### src/rtl/lsu_sram_ctrl.sv
// Load/store controller between the core memory stage and a 1-cycle-latency SRAM.
// Optional misaligned-access trap: define LSU_MISALIGN_CHECK_EN.
module lsu_sram_ctrl #(
  parameter int unsigned XLEN = 32
) (
  input  logic              clk_i,
  input  logic              rst_i,
  input  logic              req_valid_i,
  output logic              req_ready_o,
  input  logic              req_write_i,
  input  logic [1:0]        req_size_i,
  input  logic              req_unsigned_i,
  input  logic [XLEN-1:0]   req_addr_i,
  input  logic [XLEN-1:0]   req_wdata_i,
  input  logic [XLEN-1:0]   req_pc_i,
  output logic              rsp_valid_o,
  input  logic              rsp_ready_i,
  output logic [XLEN-1:0]   rsp_rdata_o,
  output logic              rsp_err_o,
  output logic              sram_valid_o,
  output logic              sram_write_o,
  output logic              sram_ifetch_o,
  output logic [XLEN-1:0]   sram_pc_o,
  output logic [XLEN-1:0]   sram_addr_o,
  output logic [XLEN/8-1:0] sram_strobe_o,
  output logic [XLEN-1:0]   sram_wdata_o,
  input  logic [XLEN-1:0]   sram_rdata_i
);

  typedef enum logic [1:0] {IDLE, ISSUE, DATA, RESP} state_e;

  state_e            state_q, state_d;
  logic              write_q, write_d;
  logic [1:0]        size_q, size_d;
  logic              uns_q, uns_d;
  logic [1:0]        off_q, off_d;
  logic [XLEN-3:0]   addr_q, addr_d;
  logic [XLEN/8-1:0] strobe_q, strobe_d;
  logic [XLEN-1:0]   wdata_q, wdata_d;
  logic [XLEN-1:0]   pc_q, pc_d;
  logic [XLEN-1:0]   rdata_q, rdata_d;
  logic              err_q, err_d;

  logic [1:0]        req_off;
  logic [XLEN/8-1:0] req_strobe;
  logic [XLEN-1:0]   req_wdata_rep;
  logic              req_misalign;
  logic [XLEN-1:0]   rd_shift;
  logic [XLEN-1:0]   rd_fmt;

  // Byte offset actually used: low address bits a size cannot express are dropped.
  always_comb begin
    req_off       = 2'b00;
    req_strobe    = 4'b1111;
    req_wdata_rep = req_wdata_i;
    unique case (req_size_i)
      2'd0: begin
        req_off       = req_addr_i[1:0];
        req_strobe    = 4'b0001 << req_off;
        req_wdata_rep = {4{req_wdata_i[7:0]}};
      end
      2'd1: begin
        req_off       = {req_addr_i[1], 1'b0};
        req_strobe    = 4'b0011 << req_off;
        req_wdata_rep = {2{req_wdata_i[15:0]}};
      end
      default: begin
        req_off       = 2'b00;
        req_strobe    = 4'b1111;
        req_wdata_rep = req_wdata_i;
      end
    endcase
  end

`ifdef LSU_MISALIGN_CHECK_EN
  assign req_misalign = (req_size_i == 2'd1) ? req_addr_i[0]
                      : (req_size_i[1] && (req_addr_i[1:0] != 2'b00));
`else
  assign req_misalign = 1'b0;
`endif

  // Load alignment and sign/zero extension of the SRAM read word.
  assign rd_shift = sram_rdata_i >> {off_q, 3'b000};
  always_comb begin
    rd_fmt = rd_shift;
    unique case (size_q)
      2'd0:    rd_fmt = {{24{~uns_q & rd_shift[7]}}, rd_shift[7:0]};
      2'd1:    rd_fmt = {{16{~uns_q & rd_shift[15]}}, rd_shift[15:0]};
      default: rd_fmt = rd_shift;
    endcase
  end

  always_comb begin
    state_d  = state_q;
    write_d  = write_q;
    size_d   = size_q;
    uns_d    = uns_q;
    off_d    = off_q;
    addr_d   = addr_q;
    strobe_d = strobe_q;
    wdata_d  = wdata_q;
    pc_d     = pc_q;
    rdata_d  = rdata_q;
    err_d    = err_q;
    unique case (state_q)
      IDLE: begin
        if (req_valid_i) begin
          write_d  = req_write_i;
          size_d   = req_size_i;
          uns_d    = req_unsigned_i;
          off_d    = req_off;
          addr_d   = req_addr_i[XLEN-1:2];
          strobe_d = req_strobe;
          wdata_d  = req_wdata_rep;
          pc_d     = req_pc_i;
          rdata_d  = '0;
          err_d    = req_misalign;
          state_d  = req_misalign ? RESP : ISSUE;
        end
      end
      ISSUE:   state_d = write_q ? RESP : DATA;
      DATA: begin
        rdata_d = rd_fmt;
        state_d = RESP;
      end
      RESP: begin
        if (rsp_ready_i) state_d = IDLE;
      end
      default: state_d = IDLE;
    endcase
  end

  always_ff @(posedge clk_i or posedge rst_i) begin
    if (rst_i) begin
      state_q  <= IDLE;
      write_q  <= 1'b0;
      size_q   <= 2'd0;
      uns_q    <= 1'b0;
      off_q    <= 2'd0;
      addr_q   <= '0;
      strobe_q <= '0;
      wdata_q  <= '0;
      pc_q     <= '0;
      rdata_q  <= '0;
      err_q    <= 1'b0;
    end else begin
      state_q  <= state_d;
      write_q  <= write_d;
      size_q   <= size_d;
      uns_q    <= uns_d;
      off_q    <= off_d;
      addr_q   <= addr_d;
      strobe_q <= strobe_d;
      wdata_q  <= wdata_d;
      pc_q     <= pc_d;
      rdata_q  <= rdata_d;
      err_q    <= err_d;
    end
  end

  // Handshake and strobe decode straight from state so async reset drops them at once.
  assign req_ready_o   = (state_q == IDLE);
  assign rsp_valid_o   = (state_q == RESP);
  assign sram_valid_o  = (state_q == ISSUE);
  assign sram_write_o  = write_q;
  assign sram_ifetch_o = 1'b0;
  assign sram_pc_o     = pc_q;
  assign sram_addr_o   = {addr_q, 2'b00};
  assign sram_strobe_o = strobe_q;
  assign sram_wdata_o  = wdata_q;
  assign rsp_rdata_o   = rdata_q;
  assign rsp_err_o     = err_q;

endmodule

### config.mk
export PLATFORM = sky130hd
export DESIGN_NAME = lsu_sram_ctrl
export DESIGN_NICKNAME = d
export VERILOG_FILES = /design/src/rtl/lsu_sram_ctrl.sv
export SDC_FILE = /design/constraint.sdc
export NUM_CORES = 1
export LEC_CHECK = 0
export CORE_MARGIN = 10
export CORE_UTILIZATION = 30
export CTS_CLUSTER_DIAMETER = 40
export DETAILED_ROUTE_END_ITERATION = 6
export GPL_TIMING_DRIVEN = 0
export PLACE_DENSITY = 0.63
export SYNTH_ARGS = -nofsm -noshare
export SYNTH_HDL_FRONTEND = slang
export SYNTH_SLANG_ARGS = --single-unit
### constraint.sdc
create_clock -name clk_i -period 4.8 [get_ports clk_i]
set_input_delay 0.48 -clock clk_i [delete_from_list [all_inputs] [get_ports clk_i]]
set_output_delay 0.48 -clock clk_i [all_outputs]
set_load 0.03 [all_outputs]
==> images/power_grid.png <==
Pins as bars on the die edge.
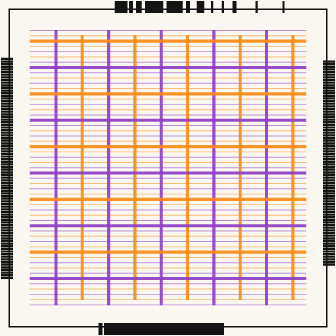
[VSS] purple
[VDD] orange
rows: 52
met4 straps: 10
met1 rails: 53

==> images/placement_by_type.png <==
The bar under the picture is 50 um long.
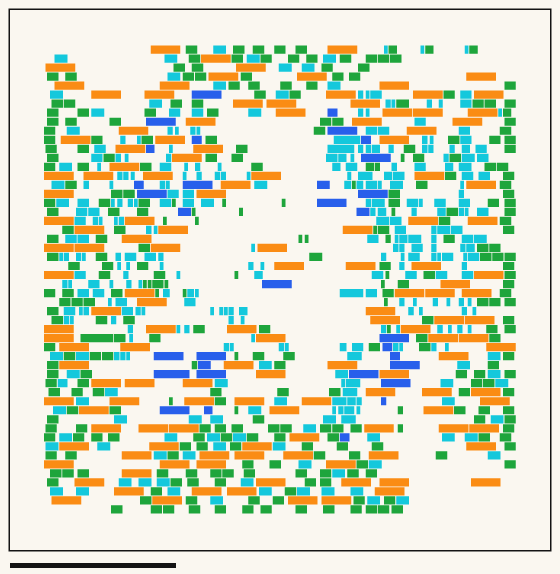
[clock drivers and dummy loads] blue | cells: 32
[sequential cells] orange | cells: 138
[combinational and other logic] cyan | cells: 327
[remaining buffers and delay cells] green | cells: 307

==> images/clk_routes.png <==
The bar under the picture is 50 um long.
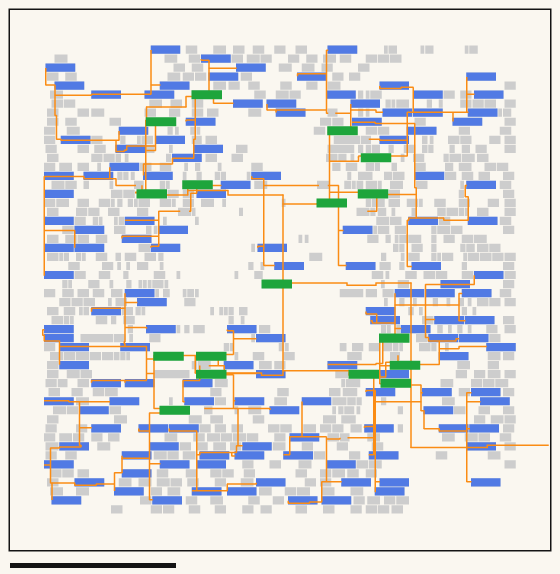
[clock drivers] green | count: 17
[clock wires] orange | length: 1990 um
[flip-flops] blue | count: 138
flops lie: widely spread
routed clock nets: 18

==> run summary <==
Dominant cell type by area after synthesis -> dfrtp_1
Post-Syn Area -> 6130 um^2
Hold Vio Cnt, Final -> 0
VDD IR max -> 318 uV
Die X -> 163 um
Total CTS buffers -> 17
Pwr Total -> 6.94 mW
Synth Instances -> 500
RSZ-0062 raised after global routing -> false
Gr busiest metal -> met2
Worst slew pin tran -> 0.719 ns
# clk buffers -> 17
Design area -> 9780 um^2
# resized after CTS -> 0
Routed Antenna Nets -> 0
Arrival time worst endpoint -> 2.79 ns
Stage-log warning count -> 30
ClkCell Share -> 5.95%
Reg2Reg Capture Point -> sram_pc_o[1]$_DFFE_PP0P_
Die Span Y -> 163 um
Post-route insts no fill -> 1075
Post-layout util -> 48.5%
Post-synth area hogs -> dfrtp_1, mux2_1, mux2i_1
GR Util met3 -> 8.19%
Hold path depth -> 2
Cell Rows -> 52
CP Data Required Time -> 5.09 ns
Total vias in the final route -> 4984
Lkg Pwr -> 4.08 nW
CTS Hold Bufs -> 0
Sink Count -> 138
Met3 WL -> 2.67 mm
Setup WS pre-CTS -> 2.06 ns
Status -> finished, final reports clean
Worst-path fanout max -> 10
Register area -> 3450 um^2
Top Layout Cells -> clkdlybuf4s50_1, dfrtp_1, mux2_1
Non-Clock Buffer Area Fraction -> 29.6%
==> images/wires.png <==
Only two layers are drawn.
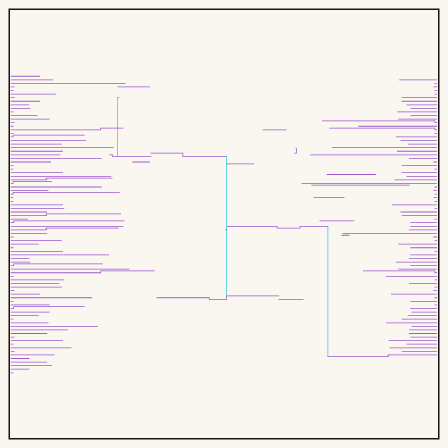
[metal 4] cyan | wire length: 125 um
[metal 3] purple | wire length: 2670 um

==> images/clocks.png <==
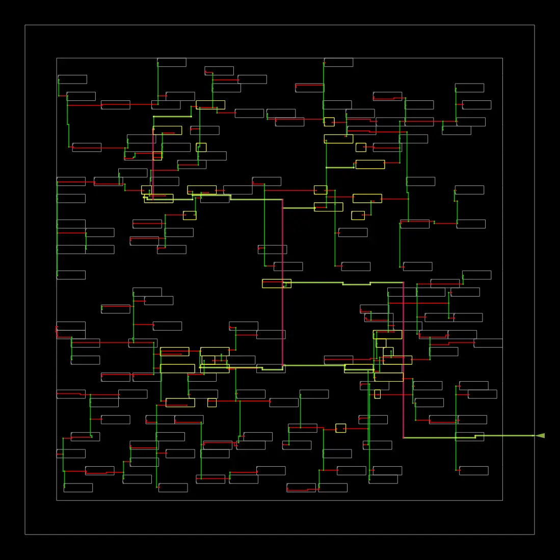
flop count: 138
Max Clock Skew: 0.00843 ns
Clock group: 1.30 mW
clk ins delay skew pair: 0.42 ns

logic make-up (layout without fill, tap and decap cells):
family	Yosys count	in the layout	synth area share [%]
adders and majority gates	5	5	1.02
DFF	138	138	56.4
other	1	5	0.0612
and+or+nand+nor	86	86	6.64
muxes	126	126	22.7
AOI/OAI and AO/OA	101	101	9.94
buffers and inverters	43	344	3.29
flip-flops by register name, indices dropped and copies added, names as in the netlist:
register / flops
sram_strobe_o: 4
rsp_rdata_o: 32
sram_wdata_o: 32
uns_q: 1
addr_q: 30
sram_write_o: 1
state_q: 2
off_q: 2
sram_pc_o: 32
size_q: 2
where the power goes:
group          switching, mW  internal (mW)
Clock                  0.568          0.735
Combinational           2.10           1.54
Sequential             0.284           1.71
Total                   2.95           3.98
Power is estimated from default activity; no workload was simulated.
